**config.mk**
```make
export PLATFORM = sky130hd
export DESIGN_NAME = pkt_rx_deframer
export DESIGN_NICKNAME = d
export VERILOG_FILES = /design/src/rtl/ravenoc_pkg.sv /design/src/rtl/rx_skid_buf.sv /design/src/rtl/pkt_rx_deframer.sv
export SDC_FILE = /design/constraint.sdc
export NUM_CORES = 1
export LEC_CHECK = 0
export CORE_AREA = 2 2 160 162
export DETAILED_ROUTE_END_ITERATION = 6
export DIE_AREA = 0 0 162 164
export PLACE_DENSITY = 0.51
export SYNTH_ARGS = -nofsm -noshare
export SYNTH_HDL_FRONTEND = slang
export SYNTH_HIERARCHICAL = 1
export SYNTH_SLANG_ARGS = --single-unit
```
**constraint.sdc**
```tcl
create_clock -name clk -period 2.93 [get_ports clk]
set_input_delay 0.586 -clock clk [delete_from_list [all_inputs] [get_ports clk]]
set_output_delay 0.586 -clock clk [all_outputs]
set_load 0.02 [all_outputs]
```
**src/rtl/ravenoc_pkg.sv**
```systemverilog
// rtl/ravenoc_pkg.sv - shared types and constants for the NoC RX deframer
package ravenoc_pkg;

    localparam int FLIT_WIDTH    = 34;
    localparam int FLIT_DATA     = 32;
    localparam int N_VIRT_CHN    = 2;
    localparam int VC_WIDTH      = $clog2(N_VIRT_CHN);
    localparam int PKT_WIDTH     = 8;
    localparam int PKT_POS_WIDTH = 24;

    typedef enum logic [1:0] {
        HEAD_FLIT = 2'b00,
        BODY_FLIT = 2'b01,
        TAIL_FLIT = 2'b10,
        RSVD_FLIT = 2'b11
    } flit_type_t;

    typedef enum logic [1:0] {
        ERR_NONE         = 2'd0,
        ERR_UNEXP_FLIT   = 2'd1,
        ERR_LEN_MISMATCH = 2'd2,
        ERR_TRUNC        = 2'd3
    } err_code_t;

    typedef enum logic {
        VC_IDLE   = 1'b0,
        VC_IN_PKT = 1'b1
    } vc_state_t;

    typedef struct packed {
        logic [FLIT_DATA-1:0] data;
        logic [VC_WIDTH-1:0]  vc;
        logic                 first;
        logic                 last;
        logic [PKT_WIDTH-1:0] pkt_sz;
    } s_rx_word_t;

endpackage

```
**src/rtl/rx_skid_buf.sv**
```systemverilog
// rtl/rx_skid_buf.sv - 2-entry skid register for deframed RX words
module rx_skid_buf
    import ravenoc_pkg::*;
(
    input  logic       clk,
    input  logic       rst_n,
    input  logic       in_valid,
    output logic       in_ready,
    input  s_rx_word_t in_word,
    output logic       out_valid,
    input  logic       out_ready,
    output s_rx_word_t out_word
);

    logic [1:0] count;
    logic [1:0] count_nxt;
    logic       push;
    logic       pop;
    s_rx_word_t skid_word;

    assign out_valid = (count != 2'd0);
    assign push      = in_valid & in_ready;
    assign pop       = out_valid & out_ready;

    always_comb begin
        count_nxt = count + {1'b0, push} - {1'b0, pop};
    end

    // in_ready is registered from the occupancy, so push never happens when full
    always_ff @(posedge clk) begin
        if (!rst_n) begin
            count     <= 2'd0;
            in_ready  <= 1'b0;
            out_word  <= '0;
            skid_word <= '0;
        end else begin
            count    <= count_nxt;
            in_ready <= (count_nxt != 2'd2);
            if (push && (count == 2'd0 || (count == 2'd1 && pop)))
                out_word <= in_word;
            else if (pop && count == 2'd2)
                out_word <= skid_word;
            if (push && count == 2'd1 && !pop)
                skid_word <= in_word;
        end
    end

endmodule

```
**src/rtl/pkt_rx_deframer.sv**
```systemverilog
// rtl/pkt_rx_deframer.sv - per-VC packet framing tracker and flit-type stripper
module pkt_rx_deframer
    import ravenoc_pkg::*;
#(
    parameter int FLIT_WIDTH    = ravenoc_pkg::FLIT_WIDTH,
    parameter int FLIT_DATA     = ravenoc_pkg::FLIT_DATA,
    parameter int N_VIRT_CHN    = ravenoc_pkg::N_VIRT_CHN,
    parameter int PKT_WIDTH     = ravenoc_pkg::PKT_WIDTH,
    parameter int PKT_POS_WIDTH = ravenoc_pkg::PKT_POS_WIDTH
) (
    input  logic                          clk,
    input  logic                          rst_n,
    input  logic                          flit_valid,
    output logic                          flit_ready,
    input  logic [FLIT_WIDTH-1:0]         flit_data,
    input  logic [$clog2(N_VIRT_CHN)-1:0] flit_vc,
    output logic                          out_valid,
    input  logic                          out_ready,
    output logic [FLIT_DATA-1:0]          out_data,
    output logic [$clog2(N_VIRT_CHN)-1:0] out_vc,
    output logic                          out_first,
    output logic                          out_last,
    output logic [PKT_WIDTH-1:0]          out_pkt_sz,
    output logic                          err_valid,
    output logic [1:0]                    err_code,
    output logic [$clog2(N_VIRT_CHN)-1:0] err_vc
);

    vc_state_t            state_q [N_VIRT_CHN];
    logic [PKT_WIDTH-1:0] rem_q   [N_VIRT_CHN];
    logic [PKT_WIDTH-1:0] sz_q    [N_VIRT_CHN];

    logic                 accept;
    flit_type_t           ftype;
    logic [PKT_WIDTH-1:0] head_sz;
    vc_state_t            cur_state;
    logic [PKT_WIDTH-1:0] cur_rem;
    vc_state_t            nxt_state;
    logic [PKT_WIDTH-1:0] nxt_rem;
    logic [PKT_WIDTH-1:0] nxt_sz;
    logic                 emit;
    err_code_t            err;
    s_rx_word_t           word;
    s_rx_word_t           buf_word;
    err_code_t            err_code_q;

    assign accept  = flit_valid & flit_ready;
    assign ftype   = flit_type_t'(flit_data[FLIT_WIDTH-1 -: 2]);
    assign head_sz = flit_data[PKT_POS_WIDTH-1 -: PKT_WIDTH];

    always_comb begin
        cur_state   = state_q[flit_vc];
        cur_rem     = rem_q[flit_vc];
        nxt_state   = cur_state;
        nxt_rem     = cur_rem;
        nxt_sz      = sz_q[flit_vc];
        emit        = 1'b0;
        err         = ERR_NONE;
        word.data   = flit_data[FLIT_DATA-1:0];
        word.vc     = flit_vc;
        word.first  = 1'b0;
        word.last   = 1'b0;
        word.pkt_sz = sz_q[flit_vc];
        case (ftype)
            // A head always opens a fresh packet; an open one is abandoned
            HEAD_FLIT: begin
                emit        = 1'b1;
                word.first  = 1'b1;
                word.last   = (head_sz == '0);
                word.pkt_sz = head_sz;
                nxt_sz      = head_sz;
                nxt_rem     = head_sz;
                nxt_state   = (head_sz == '0) ? VC_IDLE : VC_IN_PKT;
                if (cur_state == VC_IN_PKT)
                    err = ERR_TRUNC;
            end
            BODY_FLIT: begin
                if (cur_state == VC_IDLE) begin
                    err = ERR_UNEXP_FLIT;
                end else begin
                    emit = 1'b1;
                    if (cur_rem > 1) begin
                        nxt_rem = cur_rem - 1'b1;
                    end else begin
                        word.last = 1'b1;
                        err       = ERR_LEN_MISMATCH;
                        nxt_state = VC_IDLE;
                        nxt_rem   = '0;
                    end
                end
            end
            TAIL_FLIT: begin
                if (cur_state == VC_IDLE) begin
                    err = ERR_UNEXP_FLIT;
                end else begin
                    emit      = 1'b1;
                    word.last = 1'b1;
                    nxt_state = VC_IDLE;
                    nxt_rem   = '0;
                    if (cur_rem != 1)
                        err = ERR_LEN_MISMATCH;
                end
            end
            default: err = ERR_UNEXP_FLIT;
        endcase
    end

    always_ff @(posedge clk) begin
        if (!rst_n) begin
            for (int i = 0; i < N_VIRT_CHN; i++) begin
                state_q[i] <= VC_IDLE;
                rem_q[i]   <= '0;
                sz_q[i]    <= '0;
            end
            err_valid  <= 1'b0;
            err_code_q <= ERR_NONE;
            err_vc     <= '0;
        end else begin
            if (accept) begin
                state_q[flit_vc] <= nxt_state;
                rem_q[flit_vc]   <= nxt_rem;
                sz_q[flit_vc]    <= nxt_sz;
            end
            err_valid  <= accept && (err != ERR_NONE);
            err_code_q <= accept ? err : ERR_NONE;
            err_vc     <= accept ? flit_vc : '0;
        end
    end

    assign err_code = err_code_q;

    rx_skid_buf u_skid (
        .clk       (clk),
        .rst_n     (rst_n),
        .in_valid  (accept & emit),
        .in_ready  (flit_ready),
        .in_word   (word),
        .out_valid (out_valid),
        .out_ready (out_ready),
        .out_word  (buf_word)
    );

    assign out_data   = buf_word.data;
    assign out_vc     = buf_word.vc;
    assign out_first  = buf_word.first;
    assign out_last   = buf_word.last;
    assign out_pkt_sz = buf_word.pkt_sz;

endmodule
```
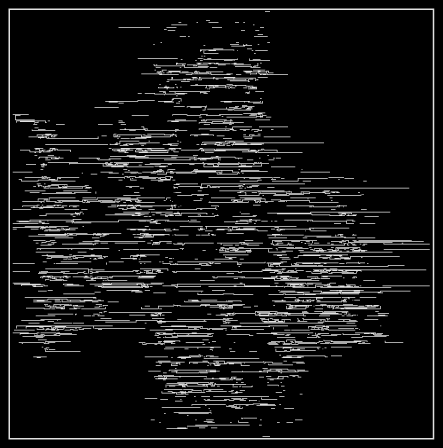
Fig. 1. M1 wires (run 1).
The longest straight run is 45.5 um. The wires run mostly horizontal.

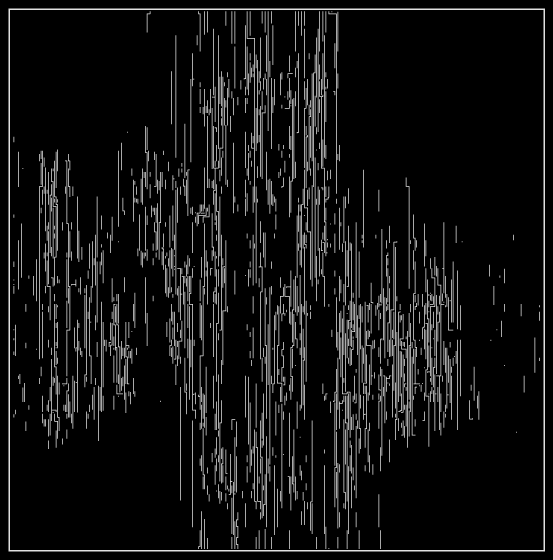
Fig. 2. Met2 routing (run 1).
The layer holds 46% of the routed length. The longest straight run is 54.6 um. 651 nets have wire on it. The wires run mostly vertical. The layer carries 8650 um of wire.

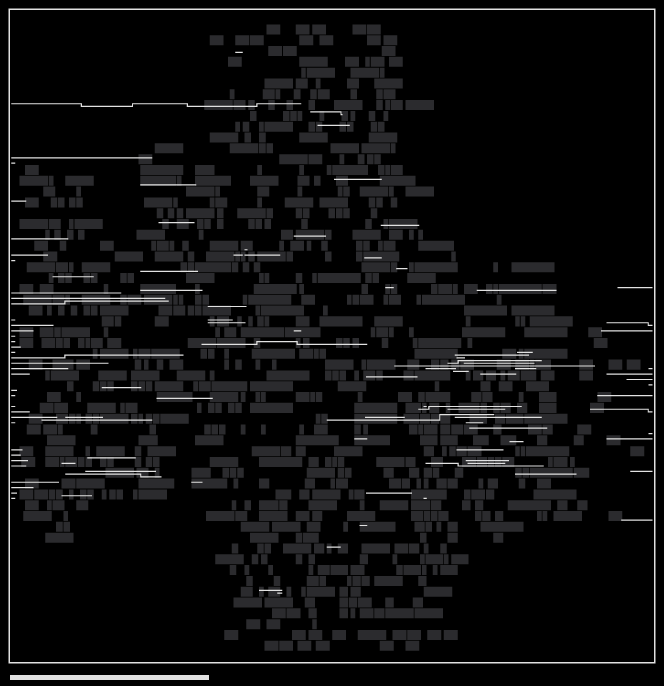
Fig. 3. Signal wires on met3 (run 1).
Scale bar: 50 um.
89 nets have wire on it. The wires run mostly horizontal. The longest straight run is 50.1 um. The layer carries 1250 um of wire.

==> run 1: registers in the layout, indices dropped and copies added (netlist names) <==
signal,count
u_skid/out_word,43
u_skid/skid_word,43
rem_q,16
sz_q,16
err_code,2
state_q,2
u_skid/count,2
err_valid,1
err_vc,1
u_skid/in_ready,1
==> run 1: cells by family (layout without fill, tap and decap cells) <==
| logic type | count (synthesis) | after routing | synth area share [%] |
|---|---|---|---|
| and+or+nand+nor | 271 | 271 | 20.9 |
| adders and majority gates | 7 | 7 | 1.42 |
| xor gates and xnor gates | 1 | 1 | 0.142 |
| buffers and inverters | 78 | 174 | 7.34 |
| muxes | 22 | 22 | 3.72 |
| AOI/OAI and AO/OA | 184 | 184 | 19.9 |
| DFF | 127 | 127 | 46.6 |
==> run 1: metrics by stage <==
step / area, um^2 / hold WS (ns) / total power [uW] / TNS, ns / worst slack, ns
3_3_place_gp: 7450 / 0.461 / 2360 / -0.386 / -0.103
2_1_floorplan: 6150 / 0.454 / 2140 / 0 / 0.0953
5_1_grt: 8000 / 0.490 / 4500 / 0 / 0.127
6_report: 8000 / 0.477 / 4330 / 0 / 0.285
4_1_cts: 8000 / 0.475 / 4370 / 0 / 0.314
3_5_place_dp: 7450 / 0.467 / 2350 / -0.610 / -0.116
==> run 1: layout by cell type, fill, tap and decap left out, types with 5 or more instances in the layout <==
cell | netlist | layout
dfxtp_1 | 95 | 95
a21oi_1 | 57 | 57
inv_1 | 16 | 16
mux2i_1 | 15 | 15
buf_4 | 5 | 30
o21ai_0 | 40 | 40
mux2_2 | 7 | 7
o21ai_1 | 8 | 8
nor2_1 | 46 | 46
nand2_1 | 95 | 95
edfxtp_1 | 32 | 32
clkbuf_1 | 18 | 5
nand2b_1 | 5 | 5
clkbuf_16 | 0 | 17
ha_1 | 7 | 7
nand3_1 | 47 | 47
a222oi_1 | 5 | 5
clkdlybuf4s50_1 | 0 | 87
nor3_1 | 47 | 46
a311oi_1 | 42 | 42
buf_12 | 0 | 8
==> run 1: worst max path at each step <==
stage,from,end,slack (ns)
after floorplan,flit_data[32],u_skid/in_ready,0.1
after global placement,flit_vc,rem_q[1][0],-0.10
after detailed placement,flit_vc,rem_q[0][0],-0.12
after CTS,flit_vc,rem_q[0][0],0.31
after global routing,flit_vc,u_skid/out_word[8],0.13
final,flit_vc,rem_q[0][0],0.29
==> run 1: worst register-to-register path, cell delays in order, from the launching register on <==
cell and delay [ns]:
edfxtp_1 0.43, mux2_2 0.32, inv_1 0.08, ha_1 0.20, o21ba_2 0.16, a22o_1 0.20
a21boi_1 0.10, a222oi_1 0.37, nor2_1 0.09
==> run 1: cell type report <==
cell class	instances	area, um^2	area share (%)
clock buffers	26	499	6.24
clock inverters	6	56.3	0.704
inverters	17	63.8	0.797
multi-input cells	485	2850	35.6
flip-flops and latches	127	2860	35.8
well taps	330	413	5.16
repair buffers	125	1260	15.7
==> run 1: layer usage <==
layer	GRT usage (%)	up-vias
met2	22.1	172
met3	4.09	25
met1	19.1	2619
met4	5.23	0
met5	0	-
li1	-	2688
==> results_slide.txt, run 1 <==
Synthesis and Place & Route Summary

Power and ir drop
  • Leak Pwr: 0.00273 uW
  • Comb power frac: 10.3%
  • Top pwr grp: the clock network
  • Switching share of power: 24.4%
  • Seq pwr: 1870 uW
  • Clock power frac: 46.6%
  • Internal: 3280 uW

Floorplanning
  • Die Size: 26600 um^2
  • Floorplan Utilization: 24.8%
  • Core Area: 24800 um^2
  • DIE WIDTH: 162 um
  • Site Rows: 58

GRT
  • Largest net degree at the start of global routing: 53
  • Global route total overflow: 0
  • Vias in the first global route: 5365
  • First-pass GRT wire length: 30000 um
  • Total global routing track utilization: 14.3%
  • Initial antenna violation count: 0

Cells and area
  • Layout cells sized above 1: 11.8%
  • Util after Layout: 32.2%
  • Fillcell total: 2600

Synthesis
  • Cell taking the most area after synthesis: dfxtp_1
  • Top-area cell share: 30.9%
  • Mapped Avg Cell Area: 8.91 um^2
  • EDFF count, synth: 32
  • Ys flops: 127
  • Post-synth area hogs: dfxtp_1 31%, edfxtp_1 16%, a311oi_1 6.0%, nand2_1 5.8%, a21oi_1 4.6%
  • Ys cells: 690

Min path
  • Hold Startpoint: u_skid/skid_word[33]
  • Worst Hold Path EP: u_skid/skid_word[33]
  • Hold path cells: 2

Detailed routing
  • DR iter-0 viols: 322
  • Total Wirelength: 18800 um
  • Vias per cell: 4.93
  • Via count: 5504
  • Drt pass-1 iters: 7
  • Routed Antenna Nets: 0

Final timing
  • RSZ-0062 raised after global routing: false
  • Minimum clock period: 2.64 ns
  • Hold Violations, Final: 0
  • Final worst-path cycle share: 90.3%

Worst setup path
  • Critical path depth in cells: 9
  • Worst R2R Path Depth: 8
  • Critical path launch point type: primary input
  • R2R setup slack: 0.72 ns
  • Critical Path RT: 3.08 ns
  • Critical Path AT: 2.80 ns
  • Worst flop-to-flop path startpoint: rem_q[1][0]

CTS
  • CTS Hold Bufs: 0
  • Clk latency late pin: 0.42 ns
  • Clk buf depth: 2
  • Clock Sinks: 127
  • CTS tree: done

Placed design
  • Global placer's final weighted congestion: 0.856
  • Hpwl dp: 12400 um

Job
  • Max Cap Violations: 0

Outcome
  • Status: completed
Fig. 4: run 1, routing congestion
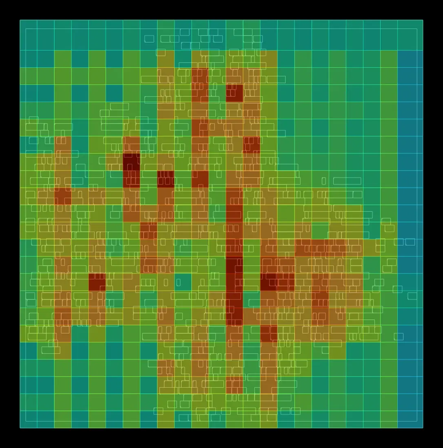

==> run 2, diff against run 1 <==
--- a/config.mk
+++ b/config.mk
@@ -8,7 +8,7 @@
 export CORE_AREA = 2 2 160 162
 export DETAILED_ROUTE_END_ITERATION = 6
 export DIE_AREA = 0 0 162 164
-export PLACE_DENSITY = 0.51
+export PLACE_DENSITY = 0.5
 export SYNTH_ARGS = -nofsm -noshare
 export SYNTH_HDL_FRONTEND = slang
 export SYNTH_HIERARCHICAL = 1
==> constraint.sdc (replaced) <==
create_clock -name clk -period 3.2 [get_ports clk]
set_input_delay 0.64 -clock clk [delete_from_list [all_inputs] [get_ports clk]]
set_output_delay 0.64 -clock clk [all_outputs]
set_load 0.02 [all_outputs]
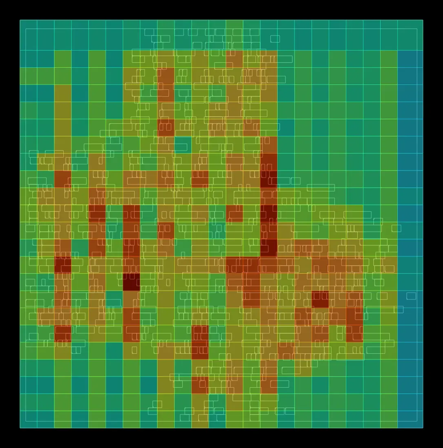
Fig. 5. Routing congestion (run 2).
Most Crowded Layer GR: met2
Util after Layout: 31.4%

==> run 2 against run 1 <==
- clock skew rose by 0.0032 ns
- first-iteration DRC count decreased by 3.7%
- critical path type unchanged
- worst hold slack got worse by 0.0037 ns
- sequential power fell by 9%
- synthesized cell count unchanged
- flip-flop count is the same
- area after synthesis did not move
- non-clock buffer count fell by 12
- utilization is 0.84 points lower
==> results_slide.txt, run 2 <==
Synthesis and Place & Route Summary

Final timing
  • RSZ-0062 raised after global routing: false
  • Final worst-path cycle share: 83.4%
  • Minimum clock period: 2.67 ns

Synthesis
  • XOR Share, Synth: 0.142%
  • Post-synth area hogs: dfxtp_1 31%, edfxtp_1 16%, a311oi_1 6.0%, nand2_1 5.8%, a21oi_1 4.6%
  • Ys flops: 127
  • Mux share: 3.72%
  • Ys cells: 690
  • Cell taking the most area after synthesis: dfxtp_1
  • EDFF count, synth: 32
  • Adder Area Share: 1.42%
  • Top-area cell share: 30.9%

CTS
  • Clk latency late pin: 0.42 ns
  • CTS Hold Bufs: 0
  • Clk buf depth: 2

Detailed routing
  • Via count: 5477
  • Vias per cell: 4.96
  • DR iter-0 viols: 310
  • Total Wirelength: 19000 um

Floorplanning
  • DIE WIDTH: 162 um
  • Core Area: 24800 um^2
  • Die Size: 26600 um^2
  • Floorplan Utilization: 24.8%
  • Site Rows: 58

Placed design
  • Placed inst area: 7280 um^2
  • Global placer's final weighted congestion: 0.804

Cells and area
  • Regs by FF count: u_skid/out_word (43), u_skid/skid_word (43)
  • Final Cell Area: 7790 um^2
  • Most frequent cells in the layout: 95 x nand2_1, 95 x dfxtp_1, 87 x clkdlybuf4s50_1

GRT
  • First-pass GRT wire length: 30300 um
  • GR Layer Usage met3: 4.24%
  • Largest net degree at the start of global routing: 45
  • Global route total overflow: 0
  • Global-route met2 utilization: 23.3%

Job
  • Max Cap Violations: 0

Power and ir drop
  • Leak Pwr: 0.00261 uW

Outcome
  • Status: completed

Worst setup path
  • Critical Path AT: 2.99 ns
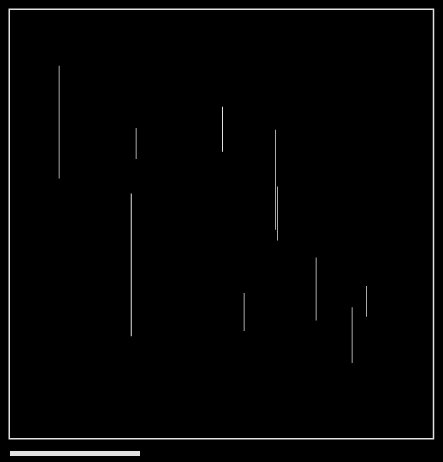
Fig. 6. M4 wires (run 2).
Scale bar: 50 um.
The longest straight run is 54.4 um. The layer carries 255 um of wire. The wires run mostly vertical.

[run 2: path summary, 6_finish.rpt]
path,to,cells past startpoint,slack [ns],from
setup reg to reg,u_skid/in_ready,8,0.98,state_q[1]
hold reg to reg,u_skid/skid_word[25],2,0.47,u_skid/skid_word[25]
setup / recovery,u_skid/out_word[8],10,0.53,flit_vc
hold / removal,u_skid/skid_word[25],2,0.47,u_skid/skid_word[25]
[run 2: final cells by class]
class	count	area [um^2]
well taps	330	413
flip-flops and latches	127	2860
clock inverters	9	68.8
inverters	17	63.8
fillers	2673	17000
repair buffers	113	1090
multi-input cells	485	2850
clock buffers	23	448
[run 2: report_power, final]
| group | total (uW) | internal, uW | switching, uW | leakage, uW |
|---|---|---|---|---|
| sequential | 1710 | 1680 | 26.0 | 0.00110 |
| clock | 1740 | 1050 | 689 | 0.000251 |
| combinational | 393 | 157 | 237 | 0.00126 |
[run 2: worst max-delay path, cell delays in order]
cell and delay (ns):
clkdlybuf4s50_1 0.58, mux2_2 0.40, inv_1 0.08, ha_1 0.22, o21ba_2 0.16, a22o_1 0.19
nand3_1 0.13, a21oi_1 0.24, nor3_1 0.09, a311oi_1 0.26
[run 2: cell families (layout without fill, tap and decap cells)]
kind of cell / after synthesis / in the layout
compound gates: 184 / 184
fa+ha+maj: 7 / 7
simple gates: 271 / 271
mux: 22 / 22
xor+xnor: 1 / 1
buf+inv: 78 / 162
flops: 127 / 127
[run 2: layer usage]
| layer | share of wire (%) | up-vias |
|---|---|---|
| met5 | 0 | - |
| met3 | 6.2 | 23 |
| met2 | 46 | 140 |
| met1 | 47 | 2658 |
| li1 | - | 2656 |
| met4 | 1.3 | 0 |
[run 2: per-stage QoR]
step	power [uW]	worst slack (ns)	hold WS, ns
6_report	3840	0.533	0.473
5_1_grt	4000	0.273	0.493
4_1_cts	3890	0.558	0.475
3_5_place_dp	2130	0.121	0.467
3_3_place_gp	2140	0.176	0.460
2_1_floorplan	1960	0.212	0.454
Power is estimated from default activity; no workload was simulated.
